## config.mk

```make
export PLATFORM = sky130hd
export DESIGN_NAME = id_ex_stage
export DESIGN_NICKNAME = d
export VERILOG_FILES = /design/src/rtl/mips_defs.sv /design/src/rtl/imm_extend.sv /design/src/rtl/id_ex_stage.sv
export SDC_FILE = /design/constraint.sdc
export NUM_CORES = 1
export LEC_CHECK = 0
export ABC_AREA = 1
export CORE_ASPECT_RATIO = 0.6
export CORE_MARGIN = 2
export CORE_UTILIZATION = 39
export DETAILED_ROUTE_END_ITERATION = 6
export GPL_TIMING_DRIVEN = 0
export PLACE_DENSITY = 0.86
export SYNTH_ARGS = -nofsm -noshare
export SYNTH_HDL_FRONTEND = slang
export SYNTH_SLANG_ARGS = --single-unit
```

## constraint.sdc

```tcl
create_clock -name clk -period 1.6 [get_ports clk]
set_clock_uncertainty 0.15 [all_clocks]
set_input_delay 0.16 -clock clk [delete_from_list [all_inputs] [get_ports clk]]
set_output_delay 0.16 -clock clk [all_outputs]
set_load 0.01 [all_outputs]
```

## src/rtl/mips_defs.sv

```systemverilog
// Shared widths and constants for the 16-bit MIPS datapath.
package mips_defs;

    localparam int DATA_W = 16;
    localparam int IMM_W  = 8;
    localparam int RA_W   = 3;
    localparam int OP_W   = 3;

    localparam logic ALU_SRC_REG = 1'b0;
    localparam logic ALU_SRC_IMM = 1'b1;

    localparam logic [OP_W-1:0] ALU_ADD = 3'd0;
    localparam logic [OP_W-1:0] ALU_SUB = 3'd1;
    localparam logic [OP_W-1:0] ALU_AND = 3'd2;
    localparam logic [OP_W-1:0] ALU_OR  = 3'd3;
    localparam logic [OP_W-1:0] ALU_XOR = 3'd4;
    localparam logic [OP_W-1:0] ALU_SLT = 3'd5;
    localparam logic [OP_W-1:0] ALU_SLL = 3'd6;
    localparam logic [OP_W-1:0] ALU_SRL = 3'd7;

    typedef enum logic {
        ST_EMPTY = 1'b0,
        ST_FULL  = 1'b1
    } stage_state_e;

endpackage

```

## src/rtl/imm_extend.sv

```systemverilog
// Immediate widener: sign- or zero-extends a decoder immediate.
module imm_extend #(
    parameter int IMM_W  = 8,
    parameter int DATA_W = 16
) (
    input  logic [IMM_W-1:0]  imm,
    input  logic              sext,
    output logic [DATA_W-1:0] ext
);

    logic fill;

    assign fill = sext & imm[IMM_W-1];
    assign ext  = {{(DATA_W-IMM_W){fill}}, imm};

endmodule

```

## src/rtl/id_ex_stage.sv

```systemverilog
// Decode-to-execute pipeline register with writeback forwarding
// on capture and while stalled.
module id_ex_stage #(
    parameter int DATA_W = mips_defs::DATA_W,
    parameter int IMM_W  = mips_defs::IMM_W,
    parameter int RA_W   = mips_defs::RA_W,
    parameter int OP_W   = mips_defs::OP_W
) (
    input  logic              clk,
    input  logic              reset,
    input  logic              in_valid,
    output logic              in_ready,
    input  logic [RA_W-1:0]   in_rs,
    input  logic [RA_W-1:0]   in_rt,
    input  logic [DATA_W-1:0] in_rs_data,
    input  logic [DATA_W-1:0] in_rt_data,
    input  logic [IMM_W-1:0]  in_imm,
    input  logic              in_imm_sext,
    input  logic              in_alu_src,
    input  logic [OP_W-1:0]   in_alu_op,
    input  logic [RA_W-1:0]   in_rd,
    input  logic              in_reg_write,
    input  logic              wb_en,
    input  logic [RA_W-1:0]   wb_rd,
    input  logic [DATA_W-1:0] wb_data,
    input  logic              flush,
    output logic              out_valid,
    input  logic              out_ready,
    output logic [DATA_W-1:0] out_a,
    output logic [DATA_W-1:0] out_b_reg,
    output logic [DATA_W-1:0] out_b_imm,
    output logic              out_alu_src,
    output logic [OP_W-1:0]   out_alu_op,
    output logic [RA_W-1:0]   out_rd,
    output logic              out_reg_write
);

    import mips_defs::*;

    stage_state_e state_q, state_d;

    logic              accept;
    logic              hold;
    logic              wb_live;
    logic              fwd_cap_a, fwd_cap_b;
    logic              fwd_hold_a, fwd_hold_b;
    logic [RA_W-1:0]   rs_q, rt_q;
    logic [DATA_W-1:0] imm_ext;
    logic [DATA_W-1:0] cap_a, cap_b;
    logic              reg_write_q;

    assign in_ready = ~out_valid | out_ready;
    assign accept   = in_valid & in_ready & ~flush;
    assign hold     = out_valid & ~out_ready & ~flush;

    imm_extend #(
        .IMM_W  (IMM_W),
        .DATA_W (DATA_W)
    ) u_imm_extend (
        .imm  (in_imm),
        .sext (in_imm_sext),
        .ext  (imm_ext)
    );

    // r0 is hard-wired zero, so it never forwards and never reads data
    assign wb_live    = wb_en & (wb_rd != '0);
    assign fwd_cap_a  = wb_live & (wb_rd == in_rs);
    assign fwd_cap_b  = wb_live & (wb_rd == in_rt);
    assign fwd_hold_a = wb_live & (wb_rd == rs_q);
    assign fwd_hold_b = wb_live & (wb_rd == rt_q);

    assign cap_a = (in_rs == '0) ? '0 :
                   fwd_cap_a     ? wb_data : in_rs_data;
    assign cap_b = (in_rt == '0) ? '0 :
                   fwd_cap_b     ? wb_data : in_rt_data;

    always_ff @(posedge clk or posedge reset) begin
        if (reset) begin
            state_q <= ST_EMPTY;
        end else begin
            state_q <= state_d;
        end
    end

    always_comb begin
        state_d = state_q;
        if (flush) begin
            state_d = ST_EMPTY;
        end else if (accept) begin
            state_d = ST_FULL;
        end else if (out_ready) begin
            state_d = ST_EMPTY;
        end
    end

    always_comb begin
        out_valid     = (state_q == ST_FULL);
        out_reg_write = reg_write_q & (state_q == ST_FULL);
    end

    always_ff @(posedge clk or posedge reset) begin
        if (reset) begin
            rs_q        <= '0;
            rt_q        <= '0;
            out_a       <= '0;
            out_b_reg   <= '0;
            out_b_imm   <= '0;
            out_alu_src <= ALU_SRC_REG;
            out_alu_op  <= '0;
            out_rd      <= '0;
            reg_write_q <= 1'b0;
        end else if (accept) begin
            rs_q        <= in_rs;
            rt_q        <= in_rt;
            out_a       <= cap_a;
            out_b_reg   <= cap_b;
            out_b_imm   <= imm_ext;
            out_alu_src <= in_alu_src;
            out_alu_op  <= in_alu_op;
            out_rd      <= in_rd;
            reg_write_q <= in_reg_write;
        end else if (hold) begin
            if (fwd_hold_a) begin
                out_a <= wb_data;
            end
            if (fwd_hold_b) begin
                out_b_reg <= wb_data;
            end
        end
    end

endmodule

```

Fig. 1: PDN straps and rails
Pins as bars on the die edge. Tap cells in grey.
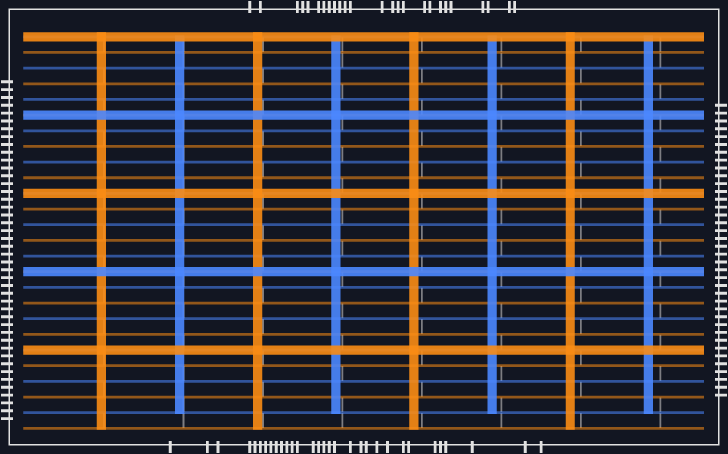
[VSS] orange
[VDD] blue
met5 straps: 5
signal pins: 138
met1 rails: 26
rows: 25

Fig. 2: placed standard cells
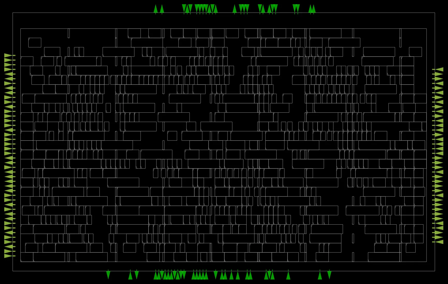
flop share of the area: 26.6%
Tapcell Cnt: 108

Fig. 3: metal 2
Scale bar: 20 µm.
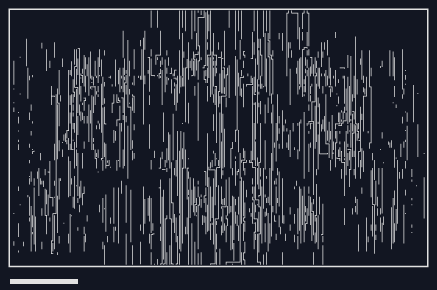
longest straight run: 35.4 µm
wire length on this layer: 4730 µm
nets with wire on the layer: 585
main direction: vertical
share of all routed wire: 43%

==> metrics.cfg <==
[power]
p_clk_w=0.00113
p_clk_share_pct=23.3
p_leak_nw=3.00
total_power_w=0.00487
p_comb_w=0.00180
power.switching_w=0.00153
p_int_w=0.00334

[worst_setup_path]
cp_max_fo=2
critical-path-slowest-cell=clkdlybuf4s50_1
critPathLaunchType=flop
worst-path-buf-inv=1
cp.required_ns=1.29
end_kind=primary output
cp.arrival_ns=1.24
crit_cells=1
worstSetupPathType=flop to primary output
critPathMaxStageDelay_ns=0.58
cp-startpoint=out_b_reg[11]

[cells_and_area]
top_area_cell_class=buffers
comb-cell-share_pct=30.7
logic_area_um2=1620
mostFrequentLayoutCells=297 x nand2_1, 120 x clkdlybuf4s50_1, 63 x nor2_1, 55 x dfrtp_1, 46 x inv_1
clock_area_share_pct=2.83
n_all_buffers=176
fin_util_pct=65.5
final_area_um2=5260
fin_cells=790
regArea_um2=1400
drive_gt1_share_pct=11.7
nMultiInputCombCells=393
nClkBuffers=6
nonClockInverterCount=49

[placed_design]
dpl.cell_count=770
placed_area_um2=4810

[timing]
slew-limit-headroom_pct=73.3
setup_viol_count_final=0
slew_violations=0
finalCritPeriodShare_pct=97.1
holdWs_ns=0.0431
setup_ws_ns=0.0466
worstMarginPinSlew_ns=0.400

[drt]
met2WireLength_um=4730
via_per_inst=4.77
dr.first_iter.drc_count=298
ant_nets=0
firstDrtPassIters=5
top_layer=met4
num_vias=3767
wl_per_cell_um=14.1
drt-total-wl_um=11100

[clock_tree]
cts_setup_buffers=2
cts_hold_buf=0
cts.repair.resized=24
cts_tree=built
cts_buffers=5
path_clk_slew_ns=0.07
clk_latency_ns=0.30

[synthesis]
xor_share_pct=0.794
top_area_share_pct=42.3
syn_area_um2=3310
syn_inst=526
synth.area.mux_share_pct=0
yosys-top-cells-count=298 x nand2_1, 72 x nor2_1, 56 x dfrtp_1
area_leaders=dfrtp_1 42%, nand2_1 34%, nor2_1 8.2%
synthSimpleGateAreaFrac_pct=44.1
yosys.area.top_type=dfrtp_1
edf_count=0
yosys_area_um2=3310

[floorplanning]
die_w_um=123
die.size.y_um=75.4
fp_util_pct=41.2
dieArea_um2=9270
row_count=25

[global_route]
grt_use_met1_pct=32.1
first_global_vias=3606
antenna_found_initial=0
gr-total-overflow=0
track_usage_pct=23.7
grt_pass1_wl_um=16800
globalRouteMet2Util_pct=37.1

[status]
outcome=completed

[run]
warnings=26

